$ cat src/rtl/regarb_m.sv
// Two-requester register arbiter: round-robin grant, one transaction in flight to a single register target.
// Latency: accept at T, target command at T+1, response at T+3 with a zero-wait target, next grant at T+4.
// Backpressure: requester ready only in IDLE for the grantee; target and response stalls hold state. Option macro: REGARB_TIMEOUT_EN.
module regarb_m #(
    parameter int ADDR_W    = 4,
    parameter int DATA_W    = 32,
    parameter int TO_CYCLES = 255
) (
    input  logic              i_clk,
    input  logic              i_rst,
    input  logic              i_req0_valid,
    input  logic              i_req0_write,
    input  logic [ADDR_W-1:0] i_req0_addr,
    input  logic [DATA_W-1:0] i_req0_wdata,
    output logic              o_req0_ready,
    output logic              o_rsp0_valid,
    output logic [DATA_W-1:0] o_rsp0_rdata,
    output logic              o_rsp0_err,
    input  logic              i_rsp0_ready,
    input  logic              i_req1_valid,
    input  logic              i_req1_write,
    input  logic [ADDR_W-1:0] i_req1_addr,
    input  logic [DATA_W-1:0] i_req1_wdata,
    output logic              o_req1_ready,
    output logic              o_rsp1_valid,
    output logic [DATA_W-1:0] o_rsp1_rdata,
    output logic              o_rsp1_err,
    input  logic              i_rsp1_ready,
    output logic              o_tgt_valid,
    output logic              o_tgt_write,
    output logic [ADDR_W-1:0] o_tgt_addr,
    output logic [DATA_W-1:0] o_tgt_wdata,
    input  logic              i_tgt_ready,
    input  logic              i_tgt_rvalid,
    input  logic [DATA_W-1:0] i_tgt_rdata
);

    typedef enum logic [1:0] {
        S_IDLE  = 2'd0,
        S_ISSUE = 2'd1,
        S_WAIT  = 2'd2,
        S_RESP  = 2'd3
    } state_t;

    state_t              state_q, state_d;
    logic                ptr_q, ptr_d;      // 1 = requester 1 wins the next tie
    logic                gnt_q, gnt_d;      // requester owning the current transaction
    logic                write_q, write_d;
    logic [ADDR_W-1:0]   addr_q, addr_d;
    logic [DATA_W-1:0]   wdata_q, wdata_d;
    logic [DATA_W-1:0]   rdata_q, rdata_d;
    logic                grant_vld;
    logic                grant_id;
    logic                req0_rdy;
    logic                req1_rdy;
    logic                rsp_rdy;

`ifdef REGARB_TIMEOUT_EN
    localparam int CNT_W = ($clog2(TO_CYCLES + 1) > 8) ? $clog2(TO_CYCLES + 1) : 8;
    logic [CNT_W-1:0]    cnt_q, cnt_d;
    logic                err_q, err_d;
`endif

    // Grant selection: a lone requester wins outright, a tie goes to the pointer.
    always_comb begin
        grant_vld = i_req0_valid | i_req1_valid;
        grant_id  = (i_req0_valid & i_req1_valid) ? ptr_q : i_req1_valid;
        rsp_rdy   = gnt_q ? i_rsp1_ready : i_rsp0_ready;
    end

    // Next-state logic for the transaction FSM and its latched fields.
    always_comb begin
        state_d  = state_q;
        ptr_d    = ptr_q;
        gnt_d    = gnt_q;
        write_d  = write_q;
        addr_d   = addr_q;
        wdata_d  = wdata_q;
        rdata_d  = rdata_q;
        req0_rdy = 1'b0;
        req1_rdy = 1'b0;
`ifdef REGARB_TIMEOUT_EN
        cnt_d    = cnt_q;
        err_d    = err_q;
`endif
        case (state_q)
            S_IDLE: begin
                if (grant_vld) begin
                    // Ready goes only to the grantee, which is valid, so grant implies handshake.
                    req0_rdy = ~grant_id;
                    req1_rdy = grant_id;
                    gnt_d    = grant_id;
                    write_d  = grant_id ? i_req1_write : i_req0_write;
                    addr_d   = grant_id ? i_req1_addr  : i_req0_addr;
                    wdata_d  = grant_id ? i_req1_wdata : i_req0_wdata;
                    state_d  = S_ISSUE;
                end
            end
            S_ISSUE: begin
                if (i_tgt_ready) begin
                    state_d = S_WAIT;
`ifdef REGARB_TIMEOUT_EN
                    cnt_d   = '0;
`endif
                end
            end
            S_WAIT: begin
                if (i_tgt_rvalid) begin
                    // A completion on the terminal timeout cycle still counts as a success.
                    rdata_d = write_q ? '0 : i_tgt_rdata;
                    state_d = S_RESP;
`ifdef REGARB_TIMEOUT_EN
                    err_d   = 1'b0;
                end else if (cnt_q == CNT_W'(TO_CYCLES - 1)) begin
                    rdata_d = '0;
                    err_d   = 1'b1;
                    state_d = S_RESP;
                end else begin
                    cnt_d   = cnt_q + 1'b1;
`endif
                end
            end
            S_RESP: begin
                if (rsp_rdy) begin
                    ptr_d   = ~gnt_q;
                    state_d = S_IDLE;
                end
            end
            default: state_d = S_IDLE;
        endcase
    end

    // State register; reset drops any in-flight transaction and re-favours requester 0.
    always_ff @(posedge i_clk) begin
        if (i_rst) begin
            state_q <= S_IDLE;
            ptr_q   <= 1'b0;
            gnt_q   <= 1'b0;
            write_q <= 1'b0;
            addr_q  <= '0;
            wdata_q <= '0;
            rdata_q <= '0;
`ifdef REGARB_TIMEOUT_EN
            cnt_q   <= '0;
            err_q   <= 1'b0;
`endif
        end else begin
            state_q <= state_d;
            ptr_q   <= ptr_d;
            gnt_q   <= gnt_d;
            write_q <= write_d;
            addr_q  <= addr_d;
            wdata_q <= wdata_d;
            rdata_q <= rdata_d;
`ifdef REGARB_TIMEOUT_EN
            cnt_q   <= cnt_d;
            err_q   <= err_d;
`endif
        end
    end

    // Output decode: target command from latched fields, responses only toward the grantee.
    always_comb begin
        o_req0_ready = req0_rdy;
        o_req1_ready = req1_rdy;
        o_tgt_valid  = (state_q == S_ISSUE);
        o_tgt_write  = write_q;
        o_tgt_addr   = addr_q;
        o_tgt_wdata  = wdata_q;
        o_rsp0_valid = (state_q == S_RESP) & ~gnt_q;
        o_rsp1_valid = (state_q == S_RESP) & gnt_q;
        o_rsp0_rdata = gnt_q ? '0 : rdata_q;
        o_rsp1_rdata = gnt_q ? rdata_q : '0;
`ifdef REGARB_TIMEOUT_EN
        o_rsp0_err   = err_q & ~gnt_q;
        o_rsp1_err   = err_q & gnt_q;
`else
        o_rsp0_err   = 1'b0;
        o_rsp1_err   = 1'b0;
`endif
    end

endmodule

$ cat config.mk
export PLATFORM = sky130hd
export DESIGN_NAME = regarb_m
export DESIGN_NICKNAME = d
export VERILOG_FILES = /design/src/rtl/regarb_m.sv
export SDC_FILE = /design/constraint.sdc
export NUM_CORES = 1
export LEC_CHECK = 0
export CAP_MARGIN = 20
export CELL_PAD_IN_SITES_DETAIL_PLACEMENT = 0
export CELL_PAD_IN_SITES_GLOBAL_PLACEMENT = 1
export CORE_ASPECT_RATIO = 0.75
export CORE_MARGIN = 2
export CORE_UTILIZATION = 26
export CTS_CLUSTER_DIAMETER = 100
export CTS_CLUSTER_SIZE = 28
export DETAILED_ROUTE_END_ITERATION = 10
export PLACE_DENSITY = 0.88
export SYNTH_ARGS = -nofsm -noshare
export SYNTH_HDL_FRONTEND = slang
export SYNTH_SLANG_ARGS = --single-unit
$ cat constraint.sdc
create_clock -name i_clk -period 1.92 [get_ports i_clk]
set_input_delay 0.384 -clock i_clk [delete_from_list [all_inputs] [get_ports i_clk]]
set_output_delay 0.384 -clock i_clk [all_outputs]
set_load 0.01 [all_outputs]
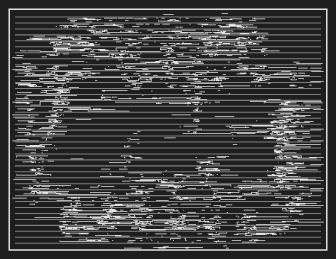
**Above:** run 1 (the metal 1 layer).
Supply wires on this layer in gray.
nets with wire on the layer: 696
wire length on this layer: 5690 um

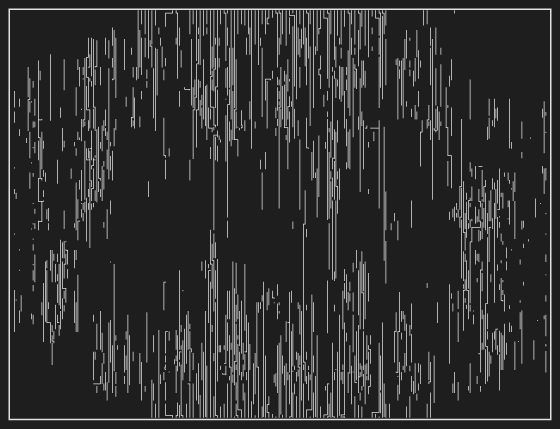
**Above:** run 1 (met2 routing).
longest straight run: 42.8 um
nets with wire on the layer: 671
main direction: vertical
wire length on this layer: 6630 um
share of all routed wire: 49%

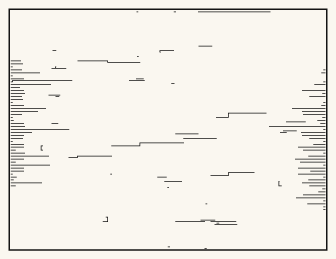
**Above:** run 1 (M3 wires).
main direction: horizontal
nets with wire on the layer: 109

==> Changelog: implementation, run 1 <==
## Flow update

- CTS Sinks: 73
- Global-route wire length before repair: 20420 um
- Max Fanout on Critical Path: 3
- Count leader, synth: dfxtp_1
- Final Cycle Share: 96.64%
- Fmax: 538.9 MHz
- Final WL: 13450 um
- Clk_skew: 0.002138 ns
- CTS resizes: 72
- Post-placement setup slack: -0.3931 ns
- Routed Antenna Nets: 0
- R2R setup slack: 0.23 ns
- Setup crit end: o_rsp1_valid
- Chip area: 15780 um^2
- Comb area leader: simple AND/OR/NAND/NOR gates
- Worst-Margin Slew: 0.5274 ns
- Outcome: finished clean
- Die W: 144.4 um
- Top sig layer: met4
- Most common library cells after synthesis: dfxtp_1 (73), clkbuf_1 (40), nor2_1 (38)
- VDD IR max: 0.4445 mV
- Post-DR wirelength/cell: 15.35 um
- Crit path DAT: 1.47 ns
- Data required, critical path: 1.54 ns
[run 1: kinds of logic (layout without fill, tap and decap cells)]
group,after synthesis,count (layout)
AND-OR/OR-AND,113,113
adder cells (fa/ha/maj),4,4
buffers and inverters,58,265
flip-flops,73,73
multiplexers,3,3
other,1,2
AND/OR/NAND/NOR,216,216
[run 1: per-stage QoR]
stage | hold slack [ns] | util, % | total power (W) | setup TNS [ns]
2_1_floorplan | 0.4358 | - | 0.003521 | 0
3_3_place_gp | 0.4475 | 43.61 | 0.004809 | -9.165
3_5_place_dp | 0.4543 | 43.61 | 0.004893 | -11.57
4_1_cts | 0.3984 | 45.30 | 0.006634 | 0
5_1_grt | 0.4188 | 45.30 | 0.006955 | 0
6_report | 0.4128 | 45.30 | 0.006563 | 0
[run 1: flip-flops by register name, indices dropped and copies added, names as in the netlist]
name and flops:
o_tgt_wdata 32, ptr_q 1, o_tgt_write 1, gnt_q 1, state_q 2, rdata_q 32, o_tgt_addr 4
[run 1: how the worst min path moves through the flow]
stage	slack [ns]	cells after the start	to	start
floorplan	0.44	2	rdata_q[10]	rdata_q[10]
global placement	0.45	2	rdata_q[8]	rdata_q[8]
detailed placement	0.45	2	rdata_q[16]	rdata_q[16]
CTS	0.40	2	ptr_q	i_rst
global route	0.42	2	ptr_q	i_rst
finish	0.41	2	ptr_q	i_rst
[run 1: power by group]
part           switching (W)  total [W]  internal (W)
sequential          0.000222    0.00212       0.00189
combinational        0.00128    0.00270       0.00141
clock               0.000640    0.00175       0.00111
[run 1: layout make-up]
type,count,area (um^2)
Timing Repair Buffer,246,2367
Sequential cell,73,1463
Multi-Input combinational cell,338,2147
Fill cell,1439,7906
Tap cell,200,250.2
Clock buffer,14,274.0
Inverter,3,11.26
Clock inverter,2,35.03
**Run 1: signal wires on met4**

The bar under the picture is 50 um long. Supply wires on this layer in gray. Cells faint in the background.
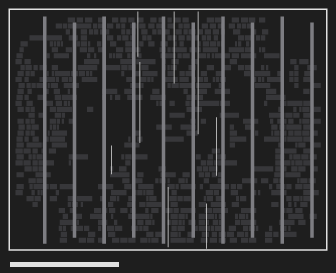

==> run 2: changes to the inputs <==
--- a/config.mk
+++ b/config.mk
@@ -14,6 +14,7 @@
 export CTS_CLUSTER_DIAMETER = 100
 export CTS_CLUSTER_SIZE = 28
 export DETAILED_ROUTE_END_ITERATION = 10
+export MAX_ROUTING_LAYER = met4
 export PLACE_DENSITY = 0.88
 export SYNTH_ARGS = -nofsm -noshare
 export SYNTH_HDL_FRONTEND = slang
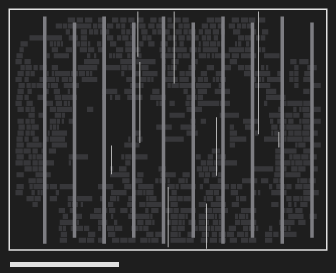
**Above:** run 2 (signal wires on met4).
The bar under the picture is 50 um long. Supply wires on this layer in gray. Cells faint in the background.
main direction: vertical
longest straight run: 55.8 um
wire length on this layer: 239 um

==> run 2 against run 1 <==
Final cell count unchanged. Worst setup slack is essentially flat. Largest power group unchanged. Sequential share of layout area unchanged.
==> Changelog: implementation, run 2 <==
## Flow update

- Ports: 222 (unchanged)
- CTS Sinks: 73 (unchanged)
- Chip area: 15780 um^2 (unchanged)
- Bufs and invs on worst path: 2 (unchanged)
- Ys flops: 73 (unchanged)
- Clk_skew: 0.002770 ns (was 0.002138 ns)
- Comb area: 2147 um^2 (unchanged)
- Post-layout util: 45.30% (unchanged)
- Family with the most delay on the worst path: buffers and inverters (unchanged)
- Sequential cell area: 1463 um^2 (unchanged)
- Yosys top cell area share: 38.02% (unchanged)
- Comb area leader: simple AND/OR/NAND/NOR gates (unchanged)
- Die W: 144.4 um (unchanged)
- Max Fanout on Critical Path: 3 (unchanged)
- Post-DR wirelength/cell: 15.31 um (was 15.35 um)
- Final Cycle Share: 96.64% (about the same)
- VDD IR max: 0.4446 mV (was 0.4445 mV)
- Top FF cell, synth: dfxtp_1 (unchanged)
- Global route overflow: 0 (unchanged)
- Fmax: 539.0 MHz (was 538.9 MHz)
- Crit-path cells: buf_4 > ha_1 > and2_1 > dlygate4sd2_1 (unchanged)
- Post-placement setup slack: -0.3931 ns (unchanged)
- Worst Setup Slack, final: 0.06458 ns (was 0.06444 ns)
- Worst Hold Class: input port to register (unchanged)
- Routed vias/inst: 4.780 (was 4.807)
- Tool warnings: 29 (unchanged)
- Worst-Margin Slew: 0.5278 ns (was 0.5274 ns)
- Yosys cell types: 28 (unchanged)
- CTS resizes: 72 (unchanged)
- Power Density: 1001 nW/um^2 (was 1002 nW/um^2)
- Global-route wire length before repair: 20380 um (was 20420 um)
- Final WL: 13410 um (was 13450 um)
- Count leader, synth: dfxtp_1 (unchanged)
- Power Total: 0.006557 W (was 0.006563 W)
- Outcome: finished clean (unchanged)
- Crit path DAT: 1.47 ns (about the same)
- Routed Antenna Nets: 0 (unchanged)
- DRC Markers: 0 (unchanged)
- Fill count: 1439 (unchanged)
- R2R setup slack: 0.24 ns (was 0.23 ns)
- Data required, critical path: 1.54 ns (about the same)
- N_diodes: 0 (unchanged)
- Most common library cells after synthesis: dfxtp_1 (73), clkbuf_1 (40), nor2_1 (38) (unchanged)
-- run 2: cell counts in the layout (fill, tap and decap cells not counted) --
Identical to the previous run, type by type.
-- run 2: kinds of logic (layout without fill, tap and decap cells) --
family,after synthesis,count (layout)
muxes,3,3
other,1,2
DFF,73,73
and+or+nand+nor,216,216
buffers and inverters,58,265
adders and majority gates,4,4
AOI/OAI and AO/OA,113,113
-- run 2: layout make-up --
cell class / count / area share [%]
inverters: 3 / 0.1720
repair buffers: 246 / 36.16
well taps: 200 / 3.822
clock buffers: 14 / 4.185
multi-input cells: 338 / 32.79
clock inverters: 2 / 0.5351
flip-flops and latches: 73 / 22.34
-- run 2: through the flow --
step | std cells | instance area, um^2 | hold WS [ns] | setup TNS [ns]
6_report | 876 | 6548 | 0.4120 | 0
5_1_grt | 876 | 6548 | 0.4188 | 0
4_1_cts | 876 | 6548 | 0.3984 | 0
3_5_place_dp | 860 | 6304 | 0.4543 | -11.57
3_3_place_gp | 860 | 6304 | 0.4475 | -9.165
2_1_floorplan | 469 | 3847 | 0.4358 | 0
-- run 2: path summary, 6_finish.rpt --
| check | start | endpoint | cells past startpoint |
|---|---|---|---|
| setup / recovery | state_q[0] | o_rsp1_valid | 4 |
| hold reg to reg | rdata_q[16] | rdata_q[16] | 2 |
| hold / removal | i_rst | ptr_q | 2 |
| setup reg to reg | state_q[1] | o_tgt_wdata[6] | 6 |
-- run 2: per-layer routing --
layer  share of wire, %  track usage [%]
met3                5.7            4.268
met5                  0                -
met2                 49            28.44
met1                 43            19.37
met4                1.8            5.825
-- run 2: power breakdown --
group | total (W) | switching (W) | internal [W]
Clock | 0.00175 | 0.000635 | 0.00111
Combinational | 0.00269 | 0.00128 | 0.00141
Sequential | 0.00212 | 0.000222 | 0.00189
Power figures rest on the tool's default switching activity, not on a simulated workload.
